**src/rtl/srl_fifo_wxd_pkg.sv**
```systemverilog
// srl_fifo_wxd_pkg
//   Shared type definitions for the SRL FIFO slice.
//   It holds only the encoding of where the output register takes its next value from.
//   Sizes such as DEPTH and the count width are derived locally inside each module.
package srl_fifo_wxd_pkg;

    // Source selected for the output register on a given cycle
    typedef enum logic [1:0] {
        OUT_HOLD       = 2'd0,  // register not loading; keep current word
        OUT_FROM_ARRAY = 2'd1,  // load the oldest word of the shift array
        OUT_BYPASS     = 2'd2,  // array empty: take in_data straight through
        OUT_EMPTY      = 2'd3   // nothing to load; output becomes invalid
    } out_src_e;

endpackage

```
**src/rtl/srl_fifo_wxd_if.sv**
```systemverilog
// srl_fifo_wxd_if
//   Valid/ready stream bundle used on both sides of the FIFO.
//   Ports (signals):
//     valid  producer has a word on data
//     ready  consumer accepts the word this cycle
//     data   DATA_WIDTH payload
//   Modports:
//     master  drives valid/data, samples ready (FIFO output side)
//     slave   samples valid/data, drives ready (FIFO input side)
interface srl_fifo_wxd_if #(
    parameter int DATA_WIDTH = 16
);
    logic                  valid;
    logic                  ready;
    logic [DATA_WIDTH-1:0] data;

    modport master (output valid, output data, input  ready);
    modport slave  (input  valid, input  data, output ready);
endinterface

```
**src/rtl/srl_fifo_wxd_shift_array.sv**
```systemverilog
// srl_shift_array
//   Clock-enabled shift register of DEPTH words with an addressed asynchronous read.
//   Written so that synthesis can map each bit column onto SRL16/SRLC32 LUTs,
//   which is why there is no reset on the storage.
//   Ports:
//     clk   clock
//     en    shift enable: din enters word 0, every word moves one place up
//     din   DATA_WIDTH word shifted in
//     addr  DEPTH_LOG2 read address
//     dout  DATA_WIDTH word at addr (combinational)
module srl_shift_array #(
    parameter int DATA_WIDTH = 16,
    parameter int DEPTH_LOG2 = 4
) (
    input  logic                  clk,
    input  logic                  en,
    input  logic [DATA_WIDTH-1:0] din,
    input  logic [DEPTH_LOG2-1:0] addr,
    output logic [DATA_WIDTH-1:0] dout
);

    localparam int DEPTH = 1 << DEPTH_LOG2;

    logic [DATA_WIDTH-1:0] arr_q [DEPTH];
    logic [DATA_WIDTH-1:0] arr_d [DEPTH];

    // Next array contents: newest word at index 0, older words move toward DEPTH-1
    always_comb begin
        arr_d = arr_q;
        if (en) begin
            arr_d[0] = din;
            for (int i = 1; i < DEPTH; i++) begin
                arr_d[i] = arr_q[i-1];
            end
        end
    end

    // Storage has no reset so it stays mappable to shift-register LUTs
    always_ff @(posedge clk) begin
        arr_q <= arr_d;
    end

    assign dout = arr_q[addr];

endmodule

```
**src/rtl/srl_fifo_wxd.sv**
```systemverilog
// srl_fifo_wxd
//   SRL-style FIFO with valid/ready on both sides, fill level, almost_full and an
//   optional output register. Words shift into srl_shift_array; the oldest word
//   sits at index cnt-1.
//   Parameters:
//     DATA_WIDTH   word width
//     DEPTH_LOG2   log2 of shift-array depth (1..6)
//     AFULL_LEVEL  almost_full threshold on fill (1..DEPTH+OUT_REG)
//     OUT_REG      1: registered output stage, capacity DEPTH+1; 0: direct array read
//   Ports:
//     clk          clock, all logic on posedge
//     rst_n        asynchronous active-low reset
//     clr          synchronous flush, overrides push/pop
//     in_if        slave stream: in_valid / in_ready / in_data
//     out_if       master stream: out_valid / out_ready / out_data (first-word-fall-through)
//     fill         words held, including the output register
//     almost_full  fill >= AFULL_LEVEL
module srl_fifo_wxd
    import srl_fifo_wxd_pkg::*;
#(
    parameter int DATA_WIDTH  = 16,
    parameter int DEPTH_LOG2  = 4,
    parameter int AFULL_LEVEL = 12,
    parameter int OUT_REG     = 1
) (
    input  logic                  clk,
    input  logic                  rst_n,
    input  logic                  clr,
    srl_fifo_wxd_if.slave         in_if,
    srl_fifo_wxd_if.master        out_if,
    output logic [DEPTH_LOG2:0]   fill,
    output logic                  almost_full
);

    localparam int DEPTH = 1 << DEPTH_LOG2;
    localparam int CNT_W = DEPTH_LOG2 + 1;
    localparam logic [CNT_W-1:0] DEPTH_C = CNT_W'(DEPTH);
    localparam logic [CNT_W-1:0] AFULL_C = CNT_W'(AFULL_LEVEL);

    // Elaboration-time parameter range checks
    if (DEPTH_LOG2 < 1 || DEPTH_LOG2 > 6) begin : g_bad_depth
        $error("srl_fifo_wxd: DEPTH_LOG2 out of range 1..6");
    end
    if (AFULL_LEVEL < 1 || AFULL_LEVEL > DEPTH + ((OUT_REG != 0) ? 1 : 0)) begin : g_bad_afull
        $error("srl_fifo_wxd: AFULL_LEVEL out of range 1..DEPTH+OUT_REG");
    end

    logic [CNT_W-1:0]      cnt_q, cnt_d;
    logic                  out_valid_q, out_valid_d;
    logic [DATA_WIDTH-1:0] out_data_q, out_data_d;
    logic [CNT_W-1:0]      fill_q, fill_d;
    logic                  almost_full_q, almost_full_d;

    logic                  in_ready;
    logic                  out_valid;
    logic                  push;
    logic                  pop;
    logic                  out_load;
    logic                  shift_en;
    out_src_e              out_src;
    logic [DEPTH_LOG2-1:0] rd_addr;
    logic [DATA_WIDTH-1:0] rd_data;

    // Address of the oldest word, taken from the count before this cycle's shift
    assign rd_addr  = cnt_q[DEPTH_LOG2-1:0] - DEPTH_LOG2'(1);

    // in_ready depends only on the registered count, never on out_ready
    assign in_ready  = (cnt_q < DEPTH_C);
    assign out_valid = (OUT_REG != 0) ? out_valid_q : (cnt_q != '0);
    assign push      = in_if.valid & in_ready;
    assign pop       = out_valid & out_if.ready;
    assign out_load  = ~out_valid_q | out_if.ready;

    srl_shift_array #(
        .DATA_WIDTH (DATA_WIDTH),
        .DEPTH_LOG2 (DEPTH_LOG2)
    ) u_array (
        .clk  (clk),
        .en   (shift_en),
        .din  (in_if.data),
        .addr (rd_addr),
        .dout (rd_data)
    );

    // Next-state for count, output stage and shift enable
    always_comb begin
        out_src     = OUT_HOLD;
        cnt_d       = cnt_q;
        out_valid_d = out_valid_q;
        shift_en    = 1'b0;

        if (OUT_REG != 0) begin
            if (out_load) begin
                if (cnt_q != '0) begin
                    out_src = OUT_FROM_ARRAY;
                end else if (push) begin
                    out_src = OUT_BYPASS;
                end else begin
                    out_src = OUT_EMPTY;
                end
            end

            case (out_src)
                OUT_FROM_ARRAY: begin
                    // Head leaves the array; a simultaneous push refills it (net 0)
                    out_valid_d = 1'b1;
                    shift_en    = push;
                    cnt_d       = push ? cnt_q : cnt_q - CNT_W'(1);
                end
                OUT_BYPASS: begin
                    // Empty array: word goes straight to the output register
                    out_valid_d = 1'b1;
                end
                OUT_EMPTY: begin
                    out_valid_d = 1'b0;
                end
                default: begin
                    shift_en = push;
                    cnt_d    = push ? cnt_q + CNT_W'(1) : cnt_q;
                end
            endcase
        end else begin
            shift_en    = push;
            out_valid_d = 1'b0;
            if (push && !pop) begin
                cnt_d = cnt_q + CNT_W'(1);
            end else if (pop && !push) begin
                cnt_d = cnt_q - CNT_W'(1);
            end
        end

        // Flush wins over everything, including the word offered this cycle
        if (clr) begin
            out_src     = OUT_HOLD;
            cnt_d       = '0;
            out_valid_d = 1'b0;
            shift_en    = 1'b0;
        end
    end

    // Output data and status next-state
    always_comb begin
        case (out_src)
            OUT_FROM_ARRAY: out_data_d = rd_data;
            OUT_BYPASS:     out_data_d = in_if.data;
            default:        out_data_d = out_data_q;
        endcase
        fill_d        = cnt_d + CNT_W'(((OUT_REG != 0) && out_valid_d) ? 1 : 0);
        almost_full_d = (fill_d >= AFULL_C);
    end

    // Control state, cleared asynchronously
    always_ff @(posedge clk or negedge rst_n) begin
        if (!rst_n) begin
            cnt_q         <= '0;
            out_valid_q   <= 1'b0;
            fill_q        <= '0;
            almost_full_q <= 1'b0;
        end else begin
            cnt_q         <= cnt_d;
            out_valid_q   <= out_valid_d;
            fill_q        <= fill_d;
            almost_full_q <= almost_full_d;
        end
    end

    // Output word is don't-care while out_valid is low, so it carries no reset
    always_ff @(posedge clk) begin
        out_data_q <= out_data_d;
    end

    assign in_if.ready  = in_ready;
    assign out_if.valid = out_valid;
    assign out_if.data  = (OUT_REG != 0) ? out_data_q : rd_data;
    assign fill         = fill_q;
    assign almost_full  = almost_full_q;

endmodule
```
**src/flat_wrapper.sv**
```systemverilog
// flat-port wrapper written by rule: the top's interface ports become plain ports
module srl_fifo_wxd_flat import srl_fifo_wxd_pkg::*;
#(
    parameter int DATA_WIDTH  = 16,
    parameter int DEPTH_LOG2  = 4,
    parameter int AFULL_LEVEL = 12,
    parameter int OUT_REG     = 1
)
  (clk, rst_n, clr, fill, almost_full, in_if_valid, in_if_data, in_if_ready, out_if_valid, out_if_data, out_if_ready);
  srl_fifo_wxd_if #(.DATA_WIDTH(DATA_WIDTH)) in_if_i ();
  srl_fifo_wxd_if #(.DATA_WIDTH(DATA_WIDTH)) out_if_i ();
  input  logic clk;
  input  logic rst_n;
  input  logic clr;
  output logic [DEPTH_LOG2:0] fill;
  output logic almost_full;
  input wire logic [$bits(in_if_i.valid)-1:0] in_if_valid;
  input wire logic [$bits(in_if_i.data)-1:0] in_if_data;
  output wire logic [$bits(in_if_i.ready)-1:0] in_if_ready;
  output wire logic [$bits(out_if_i.valid)-1:0] out_if_valid;
  output wire logic [$bits(out_if_i.data)-1:0] out_if_data;
  input wire logic [$bits(out_if_i.ready)-1:0] out_if_ready;
  assign in_if_i.valid = in_if_valid;
  assign in_if_i.data = in_if_data;
  assign in_if_ready = in_if_i.ready;
  assign out_if_valid = out_if_i.valid;
  assign out_if_data = out_if_i.data;
  assign out_if_i.ready = out_if_ready;
  srl_fifo_wxd #(.DATA_WIDTH(DATA_WIDTH), .DEPTH_LOG2(DEPTH_LOG2), .AFULL_LEVEL(AFULL_LEVEL), .OUT_REG(OUT_REG)) u_core (.clk(clk), .rst_n(rst_n), .clr(clr), .in_if(in_if_i), .out_if(out_if_i), .fill(fill), .almost_full(almost_full));
endmodule
```
**config.mk**
```make
export PLATFORM = sky130hd
export DESIGN_NAME = srl_fifo_wxd_flat
export DESIGN_NICKNAME = d
export VERILOG_FILES = /design/src/rtl/srl_fifo_wxd_pkg.sv /design/src/rtl/srl_fifo_wxd_if.sv /design/src/rtl/srl_fifo_wxd_shift_array.sv /design/src/rtl/srl_fifo_wxd.sv /design/src/flat_wrapper.sv
export SDC_FILE = /design/constraint.sdc
export NUM_CORES = 1
export LEC_CHECK = 0
export CAP_MARGIN = 20
export CORE_ASPECT_RATIO = 0.7
export CORE_MARGIN = 1.5
export CORE_UTILIZATION = 59
export DETAILED_ROUTE_END_ITERATION = 7
export PLACE_DENSITY = 0.78
export SETUP_SLACK_MARGIN = 0.3
export SYNTH_ARGS = -nofsm -noshare
export SYNTH_HDL_FRONTEND = slang
export SYNTH_SLANG_ARGS = --single-unit
```
**constraint.sdc**
```tcl
create_clock -name clk -period 9.1 [get_ports clk]
set_input_delay 1.365 -clock clk [delete_from_list [all_inputs] [get_ports clk]]
set_output_delay 1.365 -clock clk [all_outputs]
set_load 0.03 [all_outputs]
```
Figure 1. M1 wires.
Bar = 50 µm. Cells faint in the background.
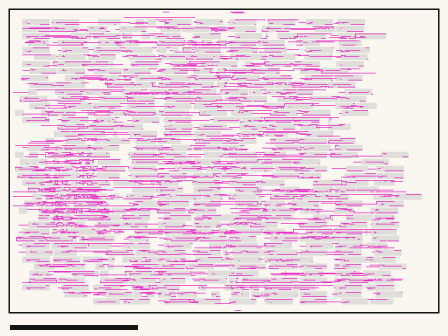
main direction: horizontal
longest straight run: 39.6 µm
share of all routed wire: 44%
met1 Use GR: 30.37%
via count: 4,988
final WL: 18,950 µm

Figure 2. The metal 2 layer.
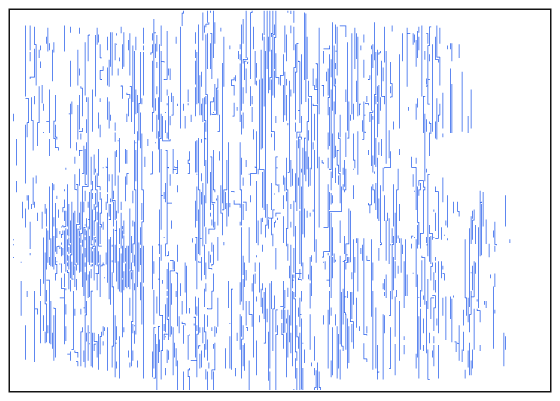
main direction: vertical
wire length on this layer: 9,300 µm
met2 Usage GRT: 31.04%

Figure 3. Signal wires on met3.
Bar = 50 µm.
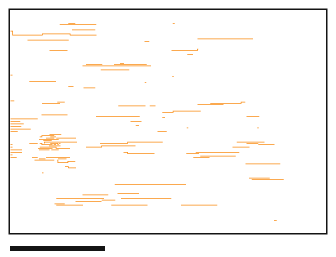
wire length on this layer: 1,040 µm
longest straight run: 37.3 µm
met3 Use GR: 3.699%

==> reports/qor.yml <==
status: "completed"
power_leader: "sequential cells"
reg2regPathDepth: 6
p_leak_nw: 4.034
grt_pass1_wl_um: 30160
placementRows: 41
overflow: 0
yosysMostFrequentCell: "edfxtp_1"
fin_crit_sh_pct: 43.74
drt_iter0_drc: 510
hold_depth: 0
clkSinkCount: 284
hp-start: "u_core.u_array.arr_q[145]"
synth.area.top_cells: "edfxtp_1 (74%), mux4_2 (16%), dfrtp_1 (2.7%)"
cp-startpoint: "in_if_valid"
comb_cells: 155
clock_area_share_pct: 6.944
pre_cts_slack_ns: 4.237
rsz0062_at_grt: "false"
worstMarginPinSlew_ns: 1.040
endpoint_kind: "register"
crit_path_start_kind: "input pin"
timing.final.ws_setup_ns: 5.120
comb_share_pct: 19.36
common_cells: "edfxtp_1 (272), mux4_2 (80), mux2_2 (16)"
io_pins: 45
power.density_nw_per_um2: 392.7
yosysUniqueCellTypes: 40
cts_resized: 0
netSwitchingPower_mw: 1.525
post_cts_buffers: 0
layout.area.comb_um2: 2449
coreArea_um2: 18210
yosys_area_um2: 11070
fin_util_pct: 69.45
sequentialPower_mw: 2.16
wl_met3_um: 1038
r2r_end: "u_core.out_if.data[2]"
hold_path_class: "reg2reg"
yosysWarnings: 0
clkLatencyLatePin_ns: 0.52
routabilityCongestion: 0.8161
drv_cap: 0
switching_share_pct: 30.71
setup_viol_count_final: 0
ys_cells: 472
firstDrtPassIters: 5
wl_per_cell_um: 24.15
Figure 4. The metal 4 layer.
Bar = 50 µm.
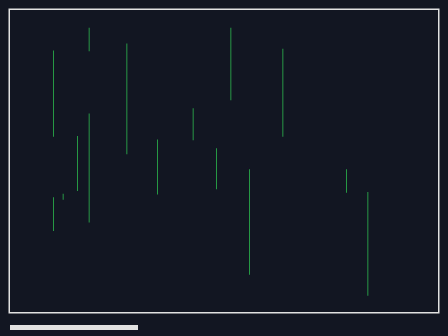
wire length on this layer: 364 µm
longest straight run: 42.8 µm
nets with wire on the layer: 8

Figure 5. Clock nets.
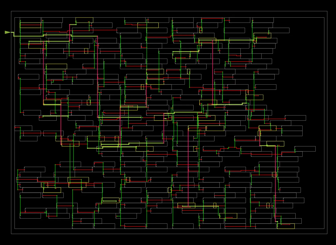
Clk. pwr: 1.12 mW
Worst Skew: 0.01224 ns
Num CTS Buffers: 26

==> critical path, stage by stage <==
cell             delay, ns
clkdlybuf4s50_1       0.55
nor2b_1               0.47
and3_4                0.45
buf_16                0.34
buf_4                 0.84
==> sequential cells by signal, summed over array words and instances (netlist names) <==
signal                count
u_core.almost_full        1
u_core.cnt_q              5
u_core.out_if.valid       1
u_core.fill               5
u_core.u_array.arr_q    256
u_core.out_if.data       16
==> cells by family (layout without fill, tap and decap cells) <==
family	Yosys count	after routing	share of synthesized area, %
AOI/OAI and AO/OA	19	19	1.368
xor gates and xnor gates	5	5	0.4634
buffers and inverters	33	110	1.515
and+or+nand+nor	28	28	1.481
DFF	284	284	76.50
adders and majority gates	6	6	0.6782
muxes	97	97	17.99
Power figures rest on the tool's default switching activity, not on a simulated workload.
